### config.mk
export PLATFORM = sky130hd
export DESIGN_NAME = cordic_phase_prep_flat
export DESIGN_NICKNAME = d
export VERILOG_FILES = /design/src/rtl/cordic_phase_prep_if.sv /design/src/rtl/cordic_phase_prep.sv /design/src/flat_wrapper.sv
export SDC_FILE = /design/constraint.sdc
export NUM_CORES = 1
export LEC_CHECK = 0
export ABC_AREA = 1
export CORE_ASPECT_RATIO = 1.4
export CORE_MARGIN = 2
export CORE_UTILIZATION = 45
export DETAILED_ROUTE_END_ITERATION = 8
export PLACE_DENSITY = 0.74
export SLEW_MARGIN = 40
export SYNTH_ARGS = -nofsm -noshare
export SYNTH_HDL_FRONTEND = slang
export SYNTH_SLANG_ARGS = --single-unit
### constraint.sdc
create_clock -name clk_i -period 4.7 [get_ports clk_i]
set_input_delay 0.94 -clock clk_i [delete_from_list [all_inputs] [get_ports clk_i]]
set_output_delay 0.94 -clock clk_i [all_outputs]
set_load 0.05 [all_outputs]
### src/rtl/cordic_phase_prep_if.sv
// rtl/cordic_phase_prep_if.sv - phase-in / CORDIC-seed-out bundle for cordic_phase_prep
interface cordic_phase_prep_if #(
  parameter int W           = 16,
  parameter int PHASE_WIDTH = 16
);
  logic                   en;
  logic                   valid_in;
  logic [PHASE_WIDTH-1:0] phase_in;
  logic signed [W-1:0]    x_0;
  logic signed [W-1:0]    y_0;
  logic signed [W-1:0]    z_0;
  logic [1:0]             quad_out;
  logic                   valid_out;

  modport master (
    output en, valid_in, phase_in,
    input  x_0, y_0, z_0, quad_out, valid_out
  );

  modport slave (
    input  en, valid_in, phase_in,
    output x_0, y_0, z_0, quad_out, valid_out
  );
endinterface

### src/rtl/cordic_phase_prep.sv
// rtl/cordic_phase_prep.sv - folds a full-circle phase into a CORDIC seed and delays the quadrant tag
module cordic_phase_prep #(
  parameter int SYM_WIDTH   = 1,
  parameter int INT_WIDTH   = 1,
  parameter int DEC_WIDTH   = 14,
  parameter int PHASE_WIDTH = 16,
  parameter int ITER_NUM    = 14,
  parameter int K_INIT      = 9949,
  parameter int PI_HALF     = 25736
) (
  input logic                clk_i,
  input logic                rst_i,
  cordic_phase_prep_if.slave bus
);
  localparam int W      = SYM_WIDTH + INT_WIDTH + DEC_WIDTH;
  localparam int R_W    = PHASE_WIDTH - 2;
  localparam int PROD_W = R_W + W;
  localparam int ROUND  = 1 << (PHASE_WIDTH - 3);

  if (PHASE_WIDTH < 4 || ITER_NUM < 1) begin : g_param_check
    $error("cordic_phase_prep: PHASE_WIDTH must be >= 4 and ITER_NUM >= 1");
  end

  logic [1:0]     q1_q;
  logic [R_W-1:0] r1_q;
  logic           v1_q;

  logic [W-1:0]   x_q;
  logic [W-1:0]   y_q;
  logic [W-1:0]   z_q;
  logic [1:0]     q2_q;
  logic           v2_q;

  logic [2:0]     tag_q [ITER_NUM];

  logic [PROD_W-1:0] prod_d;
  logic [W-1:0]      z_d;

  // Quarter-circle residual scaled to radians, rounded half up.
  always_comb begin
    prod_d = PROD_W'(r1_q) * PROD_W'(PI_HALF);
    z_d    = W'((prod_d + PROD_W'(ROUND)) >> R_W);
  end

  always_ff @(posedge clk_i) begin
    if (rst_i) begin
      q1_q <= '0;
      r1_q <= '0;
      v1_q <= 1'b0;
      x_q  <= '0;
      y_q  <= '0;
      z_q  <= '0;
      q2_q <= '0;
      v2_q <= 1'b0;
      for (int i = 0; i < ITER_NUM; i++) tag_q[i] <= '0;
    end else if (bus.en) begin
      q1_q <= bus.phase_in[PHASE_WIDTH-1 -: 2];
      r1_q <= bus.phase_in[R_W-1:0];
      v1_q <= bus.valid_in;
      x_q  <= W'(K_INIT);
      y_q  <= '0;
      z_q  <= z_d;
      q2_q <= q1_q;
      v2_q <= v1_q;
      // Tag line depth matches the iteration chain so the tag meets x_N/y_N.
      tag_q[0] <= {v2_q, q2_q};
      for (int i = 1; i < ITER_NUM; i++) tag_q[i] <= tag_q[i-1];
    end
  end

  assign bus.x_0       = x_q;
  assign bus.y_0       = y_q;
  assign bus.z_0       = z_q;
  assign bus.quad_out  = tag_q[ITER_NUM-1][1:0];
  assign bus.valid_out = tag_q[ITER_NUM-1][2];
endmodule

### src/flat_wrapper.sv
// flat-port wrapper written by rule: the top's interface ports become plain ports
module cordic_phase_prep_flat 
#(
  parameter int SYM_WIDTH   = 1,
  parameter int INT_WIDTH   = 1,
  parameter int DEC_WIDTH   = 14,
  parameter int PHASE_WIDTH = 16,
  parameter int ITER_NUM    = 14,
  parameter int K_INIT      = 9949,
  parameter int PI_HALF     = 25736
)
  (clk_i, rst_i, bus_en, bus_valid_in, bus_phase_in, bus_x_0, bus_y_0, bus_z_0, bus_quad_out, bus_valid_out);
  cordic_phase_prep_if #(.W(16), .PHASE_WIDTH(PHASE_WIDTH)) bus_i ();
  input logic clk_i;
  input logic rst_i;
  input wire logic [$bits(bus_i.en)-1:0] bus_en;
  input wire logic [$bits(bus_i.valid_in)-1:0] bus_valid_in;
  input wire logic [$bits(bus_i.phase_in)-1:0] bus_phase_in;
  output wire logic [$bits(bus_i.x_0)-1:0] bus_x_0;
  output wire logic [$bits(bus_i.y_0)-1:0] bus_y_0;
  output wire logic [$bits(bus_i.z_0)-1:0] bus_z_0;
  output wire logic [$bits(bus_i.quad_out)-1:0] bus_quad_out;
  output wire logic [$bits(bus_i.valid_out)-1:0] bus_valid_out;
  assign bus_i.en = bus_en;
  assign bus_i.valid_in = bus_valid_in;
  assign bus_i.phase_in = bus_phase_in;
  assign bus_x_0 = bus_i.x_0;
  assign bus_y_0 = bus_i.y_0;
  assign bus_z_0 = bus_i.z_0;
  assign bus_quad_out = bus_i.quad_out;
  assign bus_valid_out = bus_i.valid_out;
  cordic_phase_prep #(.SYM_WIDTH(SYM_WIDTH), .INT_WIDTH(INT_WIDTH), .DEC_WIDTH(DEC_WIDTH), .PHASE_WIDTH(PHASE_WIDTH), .ITER_NUM(ITER_NUM), .K_INIT(K_INIT), .PI_HALF(PI_HALF)) u_core (.clk_i(clk_i), .rst_i(rst_i), .bus(bus_i));
endmodule
==> flow_summary.ini, run 1 <==
; yosys + openroad results
[final_layout]
clock_area_share_pct = 4.55
mostFrequentLayoutCell = inv_1
stdcell_area_um2 = 6850
largest_class = combinational gates
area_share_nonclk_buffers_pct = 7.42
diodes = 0
seq_share_pct = 29.3

[grt]
grt_remaining_overflow = 0
grt_usage_pct = 17.6
grt_pass1_vias = 4509
met2_usage_pct = 31.7
grt_start_max_net_pins = 57

[floorplanning]
core_um2 = 12900
die_w_um = 101

[clock_network]
clk_pin_slew_ps = 60
post_cts_buffers = 0
cts_buffer_depth = 2

[power]
p_comb_share_pct = 37.3
sequentialPower_uw = 817
seqPwrFrac_pct = 33.2

[logic_synthesis]
largest_area_cell = edfxtp_1
synth_warnings = 0
ys_top_logic_family = adder cells
synth.avg_cell_area_um2 = 8.28
edf_count = 42
synth-xor-area-share_pct = 0.586

[sta]
finalSetupViolations = 0
worstMarginPinSlew_ps = 632

[run_status]
status = completed

[setup_path]
critical_path_class = reg -> reg

[run]
warnings = 27

[min_path]
min_delay_path_depth = 2

[drt]
first_pass_iters = 5

[place]
dpl_cell_area_um2 = 6530
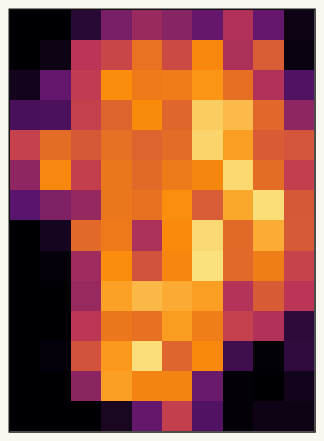
**Above:** run 1 (cell density map).
Scale: 3 px per µm. The die is cut into 10 by 14 equal tiles; black is low, pale yellow is high, 0 to 100% covered.
- mean over tiles: 47%
- emptiest ninth of the die: bottom left
- fullest tile: 94%
- tiles over 75% full: 16%
- nearly empty tiles: 15%

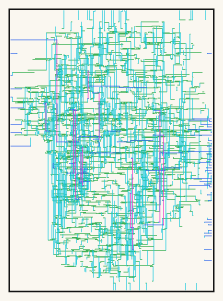
**Above:** run 1 (metal layers overlaid).
Scale: 2 px per µm.
- M3: blue (wire length 404 µm)
- M1: green (wire length 4840 µm)
- M2: cyan (wire length 6060 µm)
- M4: magenta (wire length 374 µm)

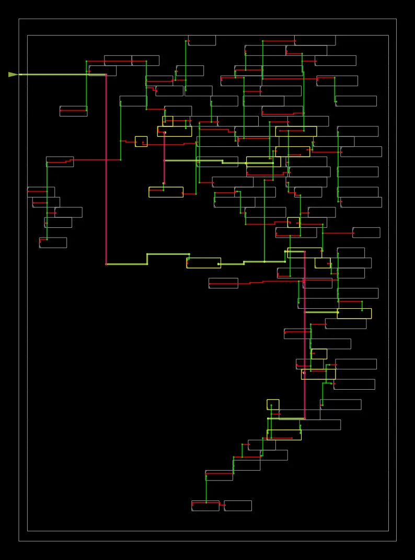
**Above:** run 1 (clock routing).
Final Skew: 8.93 ps
flip-flops: 79
TritonCTS buffer count: 9
Clk Latency, worst-skew pair: 340 ps

## Run 2: what changed since run 1
--- a/config.mk
+++ b/config.mk
@@ -6,11 +6,12 @@
 export NUM_CORES = 1
 export LEC_CHECK = 0
 export ABC_AREA = 1
+export CAP_MARGIN = 0
 export CORE_ASPECT_RATIO = 1.4
 export CORE_MARGIN = 2
-export CORE_UTILIZATION = 45
+export CORE_UTILIZATION = 35
 export DETAILED_ROUTE_END_ITERATION = 8
-export PLACE_DENSITY = 0.74
+export PLACE_DENSITY = 0.61
 export SLEW_MARGIN = 40
 export SYNTH_ARGS = -nofsm -noshare
 export SYNTH_HDL_FRONTEND = slang
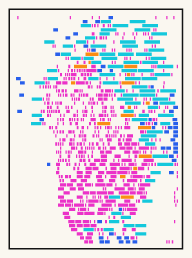
**Above:** run 2 (cell classes on the final placement).
Scale: 1.5 px per µm.
- remaining logic cells: magenta (cells 625; share of their area 58%)
- clock drivers and dummy loads: orange (cells 16; share of their area 4.2%)
- sequential cells: cyan (cells 79; share of their area 30%)
- remaining buffers and delay cells: blue (cells 54; share of their area 7.9%)

==> flow_summary.ini, run 2 <==
; yosys + openroad results
[run_status]
status = completed

[sta]
finClkSkew_ps = 8.84
finalSetupViolations = 0

[logic_synthesis]
synth.avg_cell_area_um2 = 8.28
ys_cells = 723
netlist.area_leader.share_pct = 21.1
edf_count = 42
synth_warnings = 0
synth-xor-area-share_pct = 0.586
ys_top_logic_family = adder cells
largest_area_cell = edfxtp_1

[setup_path]
r2r-start = u_core.r1_q[2]$_SDFFE_PP0P_
critical_path_class = reg -> reg
cp-startpoint = u_core.r1_q[2]$_SDFFE_PP0P_
path_cells = ha_1 > fa_1 > fa_1 > inv_1 > fa_1 > inv_1 > ha_1 > ha_1 > a21oi_2 > o21ai_1 > a21oi_1 > nand2_1 > nand2_1 > nand2_1 > nor2_1 > inv_1 > nor2_2 > nand2_1 > nand3_1 > nand2_1
crit_family = adder cells

[final_layout]
seq_cell_count = 79
clock_area_share_pct = 4.09
nMultiInputCombCells = 479
area_share_nonclk_buffers_pct = 7.59
seq_share_pct = 29.1
stdcell_area_um2 = 6890
utilization_pct = 41.1
diodes = 0
largest_class = combinational gates

[clock_network]
post_cts_buffers = 0
cts_buffer_depth = 2
clk_pin_slew_ps = 60
cts_buffers = 9

[drt]
first_pass_iters = 5
vias_per_cell = 4.56

[power]
powerDensity_nw_per_um2 = 348
seqPwrFrac_pct = 34.0
power-top-group = combinational cells
p_clk_share_pct = 27.4
p_comb_share_pct = 38.5
powerClk_uw = 658

[grt]
grt_pass1_vias = 4465
met2_usage_pct = 25.2
grt_start_max_net_pins = 36
grt_remaining_overflow = 0

[floorplanning]
rows = 56
core_um2 = 16700
die_w_um = 115

[place]
dpl_cell_area_um2 = 6580

[run]
warnings = 28

[min_path]
min_delay_path_depth = 2
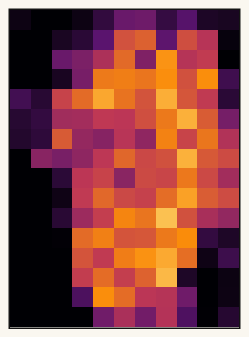
**Above:** run 2 (cell density map).
Scale: 2 px per µm. The die is cut into 11 by 16 equal tiles; black is low, pale yellow is high, 0 to 100% covered.
- fullest tile: 87%
- tiles over 75% full: 8.0%
- nearly empty tiles: 20%
- emptiest ninth of the die: bottom left
- mean over tiles: 37%

## Run 3: what changed since run 2
--- a/config.mk
+++ b/config.mk
@@ -9,9 +9,9 @@
 export CAP_MARGIN = 0
 export CORE_ASPECT_RATIO = 1.4
 export CORE_MARGIN = 2
-export CORE_UTILIZATION = 35
+export CORE_UTILIZATION = 45
 export DETAILED_ROUTE_END_ITERATION = 8
-export PLACE_DENSITY = 0.61
+export PLACE_DENSITY = 0.74
 export SLEW_MARGIN = 40
 export SYNTH_ARGS = -nofsm -noshare
 export SYNTH_HDL_FRONTEND = slang
==> constraint.sdc (replaced) <==
create_clock -name clk_i -period 4.8 [get_ports clk_i]
set_input_delay 0.96 -clock clk_i [delete_from_list [all_inputs] [get_ports clk_i]]
set_output_delay 0.96 -clock clk_i [all_outputs]
set_load 0.05 [all_outputs]
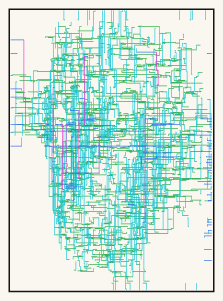
**Above:** run 3 (metal layers overlaid).
Scale: 2 px per µm.
- M4: magenta (wire length 385 µm)
- M3: blue (wire length 401 µm)
- M2: cyan (wire length 6120 µm)
- M1: green (wire length 5030 µm)

==> flow_summary.ini, run 3 <==
; yosys + openroad results
[final_layout]
clock_area_share_pct = 4.56
diodes = 0
area_share_nonclk_buffers_pct = 7.22
utilization_pct = 52.8
largest_class = combinational gates
seq_cell_count = 79
seq_share_pct = 29.3

[floorplanning]
rows = 49
die_w_um = 101
core_um2 = 12900

[setup_path]
crit_family = adder cells
cp-startpoint = u_core.r1_q[7]$_SDFFE_PP0P_
critical_path_class = reg -> reg
path_cells = ha_1 > fa_1 > inv_1 > fa_1 > inv_1 > ha_1 > ha_1 > ha_1 > a21oi_1 > o21ai_0 > a21oi_1 > nand2_1 > nand2_1 > nand2_1 > nor2_4 > nand3_2 > nor2_4 > nand3_1 > nand3_1 > nand2_1

[logic_synthesis]
simple_gate_area_share_pct = 21.5
synth-xor-area-share_pct = 0.586
largest_area_cell = edfxtp_1
ys_top_logic_family = adder cells
synth_warnings = 0
synth.avg_cell_area_um2 = 8.28
netlist.area_leader.share_pct = 21.1

[grt]
grt_usage_pct = 17.8
grt_remaining_overflow = 0
grt_pass1_vias = 4392
met1_usage_pct = 20.6

[power]
powerDensity_nw_per_um2 = 355
powerClk_uw = 719
sequentialPower_uw = 800
p_clk_share_pct = 29.7
power-top-group = combinational cells
p_comb_share_pct = 37.2

[clock_network]
post_cts_buffers = 0
clk_latency_ps = 340
clk_pin_slew_ps = 70
cts_buffer_depth = 2
cts_buffers = 9

[min_path]
min_delay_path_depth = 2

[drt]
vias_per_cell = 4.75

[run]
warnings = 27

[place]
dpl_cell_area_um2 = 6520

[sta]
worstMarginPinSlew_ps = 635
finalSetupViolations = 0

[run_status]
status = completed
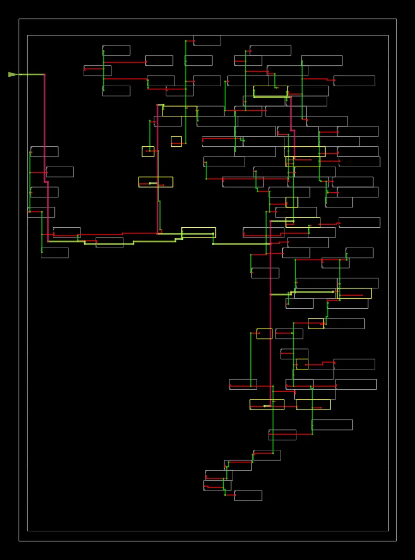
**Above:** run 3 (clock routing).
CTS sink count: 79
clock buf count: 9
Final Skew: 4.57 ps

Power and IR drop assume default switching activity.
